$ cat config.mk
export PLATFORM = sky130hd
export DESIGN_NAME = banco_param
export DESIGN_NICKNAME = d
export VERILOG_FILES = /design/src/rtl/banco_param_pkg.sv /design/src/rtl/banco_rd_port.sv /design/src/rtl/banco_param.sv
export SDC_FILE = /design/constraint.sdc
export NUM_CORES = 2
export LEC_CHECK = 0
export CORE_UTILIZATION = 55
export CTS_CLUSTER_SIZE = 25
export DETAILED_ROUTE_END_ITERATION = 6
export PLACE_DENSITY_LB_ADDON = 0.08
export SYNTH_ARGS = -nofsm -noshare
export SYNTH_HDL_FRONTEND = slang
export SYNTH_SLANG_ARGS = --single-unit
$ cat constraint.sdc
create_clock -name clk -period 6.5 [get_ports clk]
set_input_delay 1.3 -clock clk [delete_from_list [all_inputs] [get_ports clk]]
set_output_delay 1.3 -clock clk [all_outputs]
set_load 0.005 [all_outputs]
$ cat src/rtl/banco_param_pkg.sv
// banco_param_pkg: shared defaults, read-latency codes and address-width helper for the register bank
package banco_param_pkg;
    localparam int DATA_W_DEF = 32;
    localparam int DEPTH_DEF  = 32;
    localparam int RD_COMB    = 0;
    localparam int RD_REG     = 1;
    function automatic int clog2_min1(input int n);
        return (n > 2) ? $clog2(n) : 1;
    endfunction
endpackage

$ cat src/rtl/banco_rd_port.sv
// banco_rd_port: one read port with range/zero-reg masking, write bypass and busy view
module banco_rd_port
    import banco_param_pkg::*;
#(
    parameter int DATA_W   = DATA_W_DEF,
    parameter int DEPTH    = DEPTH_DEF,
    parameter int ADDR_W   = clog2_min1(DEPTH_DEF),
    parameter int READ_LAT = RD_COMB,
    parameter int ZERO_REG = 1,
    parameter int BYPASS   = 1
) (
    input  logic              clk,
    input  logic              rst_n,
    input  logic [ADDR_W-1:0] raddr,
    input  logic [DATA_W-1:0] mem [DEPTH],
    input  logic [DEPTH-1:0]  busy,
    input  logic              wr_ok,
    input  logic [ADDR_W-1:0] waddr,
    input  logic [DATA_W-1:0] wdata,
    input  logic              rsv_ok,
    input  logic [ADDR_W-1:0] rsv_addr,
    output logic [DATA_W-1:0] rdata,
    output logic              rbusy
);
    logic              valid, byp, busy_c, rbusy_q;
    logic [DATA_W-1:0] data_c, rdata_q;
    assign valid  = (32'(raddr) < DEPTH) && !(ZERO_REG != 0 && raddr == '0);
    assign byp    = (BYPASS != 0) && wr_ok && waddr == raddr;
    assign data_c = !valid ? '0 : byp ? wdata : mem[raddr];
    // a retiring write hides the busy bit unless a new producer reserves it on the same edge
    assign busy_c = valid && busy[raddr] && !(byp && !(rsv_ok && rsv_addr == raddr));
    always_ff @(posedge clk or negedge rst_n) begin
        if (!rst_n) begin
            rdata_q <= '0;
            rbusy_q <= 1'b0;
        end else begin
            rdata_q <= data_c;
            rbusy_q <= busy_c;
        end
    end
    assign rdata = (READ_LAT == RD_REG) ? rdata_q : data_c;
    assign rbusy = (READ_LAT == RD_REG) ? rbusy_q : busy_c;
endmodule

$ cat src/rtl/banco_param.sv
// banco_param: multi-port register bank with write bypass, selectable read latency and busy scoreboard
module banco_param
    import banco_param_pkg::*;
#(
    parameter  int DATA_W   = DATA_W_DEF,
    parameter  int DEPTH    = DEPTH_DEF,
    parameter  int NUM_RD   = 2,
    parameter  int READ_LAT = RD_COMB,
    parameter  int ZERO_REG = 1,
    parameter  int BYPASS   = 1,
    localparam int ADDR_W   = clog2_min1(DEPTH)
) (
    input  logic                     clk,
    input  logic                     rst_n,
    input  logic                     we,
    input  logic [ADDR_W-1:0]        waddr,
    input  logic [DATA_W-1:0]        wdata,
    input  logic [NUM_RD*ADDR_W-1:0] raddr,
    output logic [NUM_RD*DATA_W-1:0] rdata,
    output logic [NUM_RD-1:0]        rbusy,
    input  logic                     rsv_en,
    input  logic [ADDR_W-1:0]        rsv_addr,
    output logic                     busy_any
);
    logic [DATA_W-1:0] mem [DEPTH];
    logic [DEPTH-1:0]  busy, busy_nxt;
    logic              wr_ok, rsv_ok;
    // rst_n gating keeps a write caught by reset from leaking through the bypass path
    assign wr_ok  = rst_n && we && (32'(waddr) < DEPTH) && !(ZERO_REG != 0 && waddr == '0);
    assign rsv_ok = rst_n && rsv_en && (32'(rsv_addr) < DEPTH) && !(ZERO_REG != 0 && rsv_addr == '0);
    always_comb begin
        busy_nxt = busy;
        if (wr_ok) busy_nxt[waddr] = 1'b0;
        if (rsv_ok) busy_nxt[rsv_addr] = 1'b1;
    end
    always_ff @(posedge clk or negedge rst_n) begin
        if (!rst_n) begin
            for (int n = 0; n < DEPTH; n++) mem[n] <= '0;
            busy <= '0;
        end else begin
            if (wr_ok) mem[waddr] <= wdata;
            busy <= busy_nxt;
        end
    end
    assign busy_any = |busy;
    for (genvar i = 0; i < NUM_RD; i++) begin : g_rd
        banco_rd_port #(
            .DATA_W(DATA_W), .DEPTH(DEPTH), .ADDR_W(ADDR_W),
            .READ_LAT(READ_LAT), .ZERO_REG(ZERO_REG), .BYPASS(BYPASS)
        ) u_rd (
            .clk(clk), .rst_n(rst_n),
            .raddr(raddr[i*ADDR_W +: ADDR_W]),
            .mem(mem), .busy(busy),
            .wr_ok(wr_ok), .waddr(waddr), .wdata(wdata),
            .rsv_ok(rsv_ok), .rsv_addr(rsv_addr),
            .rdata(rdata[i*DATA_W +: DATA_W]),
            .rbusy(rbusy[i])
        );
    end
endmodule

Clock nets:
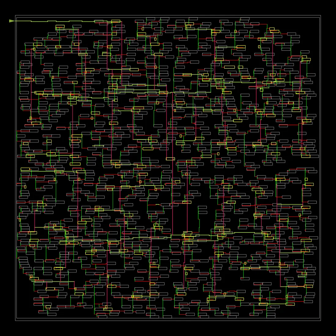
CTS Buf Count: 116
clock skew: 0 ns

Drive-strength map:
Drawn at 1.5 px/um.
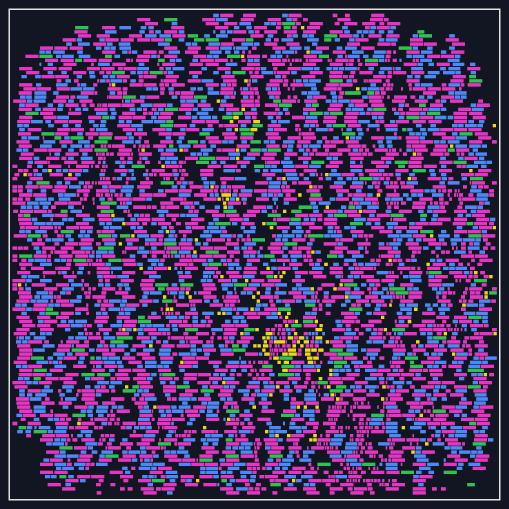
Key: yellow = drive 3 to 4 [cells 176, share 4.3%, most used buf_4]; blue = drive 2 [cells 1478, share 36%, most used mux2_2]; magenta = drive 1 or less [cells 2204, share 54%, most used dfrtp_1]; green = drive 6 and up [cells 200, share 4.9%, most used clkbuf_16]
Finished Cell Area: 0.0642 mm^2
Buffers excl. clock: 293
final setup margin: 0.321 ns
P&R area growth vs syn: 11.2%

Signal wires on met3:
Drawn at 1.5 px/um.
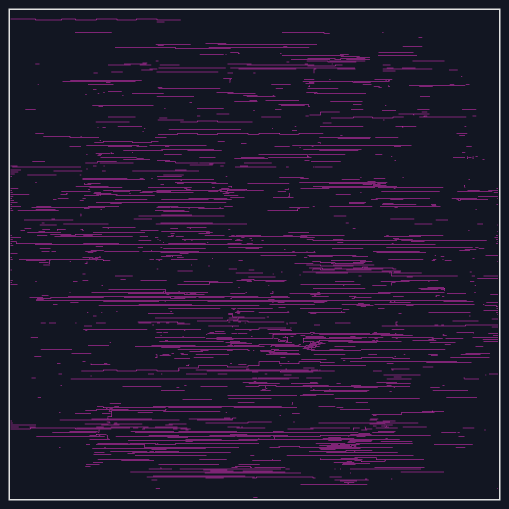
The layer carries 17800 um of wire. The wires run mostly horizontal.
met3 usage: 8.73%
total number of vias: 38800

Where the registers sit:
Drawn at 1 px/um. Other cells in gray.
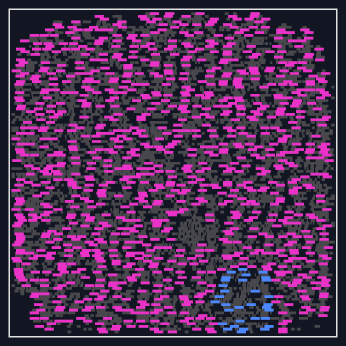
Key: magenta = mem [flops 1024, where widely spread]; blue = busy [flops 32]

==> impl_metrics.py <==
# Synthesis and PnR figures
metrics = {
    "placed_design": {
        "routabilityCongestion": 0.914,
        "place_area_mm2": 0.0602,
    },
    "synthesis": {
        "yosys_area_mm2": 0.0577,
        "synth-compound-area-share_pct": 5.66,
        "ys_cells": 4004,
        "netlist_area_mm2": 0.0577,
        "yosysSeqAreaShare_pct": 45.8,
        "top_area_share_pct": 45.8,
        "netlist_instances": 4004,
        "topCombFamilyByArea": "multiplexers",
    },
    "setup_path": {
        "crit_fanout": 22,
        "critical-path-top-delay-family": "buffers and inverters",
        "startpoint": "raddr[4]",
        "path_cells": "buf_2, buf_4, nor3b_4, buf_4, a22o_1, a2111oi_0, nor4b_1, nor2_1, clkdlybuf4s50_1",
        "crit_top_cell": "buf_4",
        "slowest_delay_ns": 1.10,
        "crit_path_end_kind": "primary output",
        "arrival_ns": 4.88,
    },
    "power": {
        "clkPwrFrac_pct": 38.2,
    },
    "layout": {
        "top_register": "mem",
        "drive_above_1_share_pct": 45.7,
        "clk_share_pct": 6.26,
        "post-route-util_pct": 61.9,
        "final_cells": 5440,
    },
    "global_route": {
        "grt_usage_pct": 36.9,
    },
    "worst_hold_path": {
        "whs_path_depth": 0,
        "holdCritPathClass": "reg -> reg",
        "holdCritStartpoint": "mem[1023]",
    },
    "clocking": {
        "clkLatencyLatePin_ns": 0.71,
        "hold_buffers": 0,
    },
    "timing": {
        "whs_ns": 0.395,
        "rsz0062_at_grt": "false",
        "max-slew-margin-rel_pct": 7.73,
        "period_needed_ns": 6.18,
        "finalSetupViolations": 0,
        "hold_viol_final": 0,
        "tightest_slew_ns": 1.35,
    },
    "floorplan": {
        "tap_cells": 1380,
        "num_rows": 118,
        "die_h_um": 326,
    },
    "detailed_routing": {
        "drt-met1-wl_um": 75600,
        "wl_met3_um": 17800,
        "drt_iter0_markers": 4009,
        "firstDrtPassIters": 5,
    },
    "status": {
        "status": "completed",
    },
}
Power and IR drop assume default switching activity.
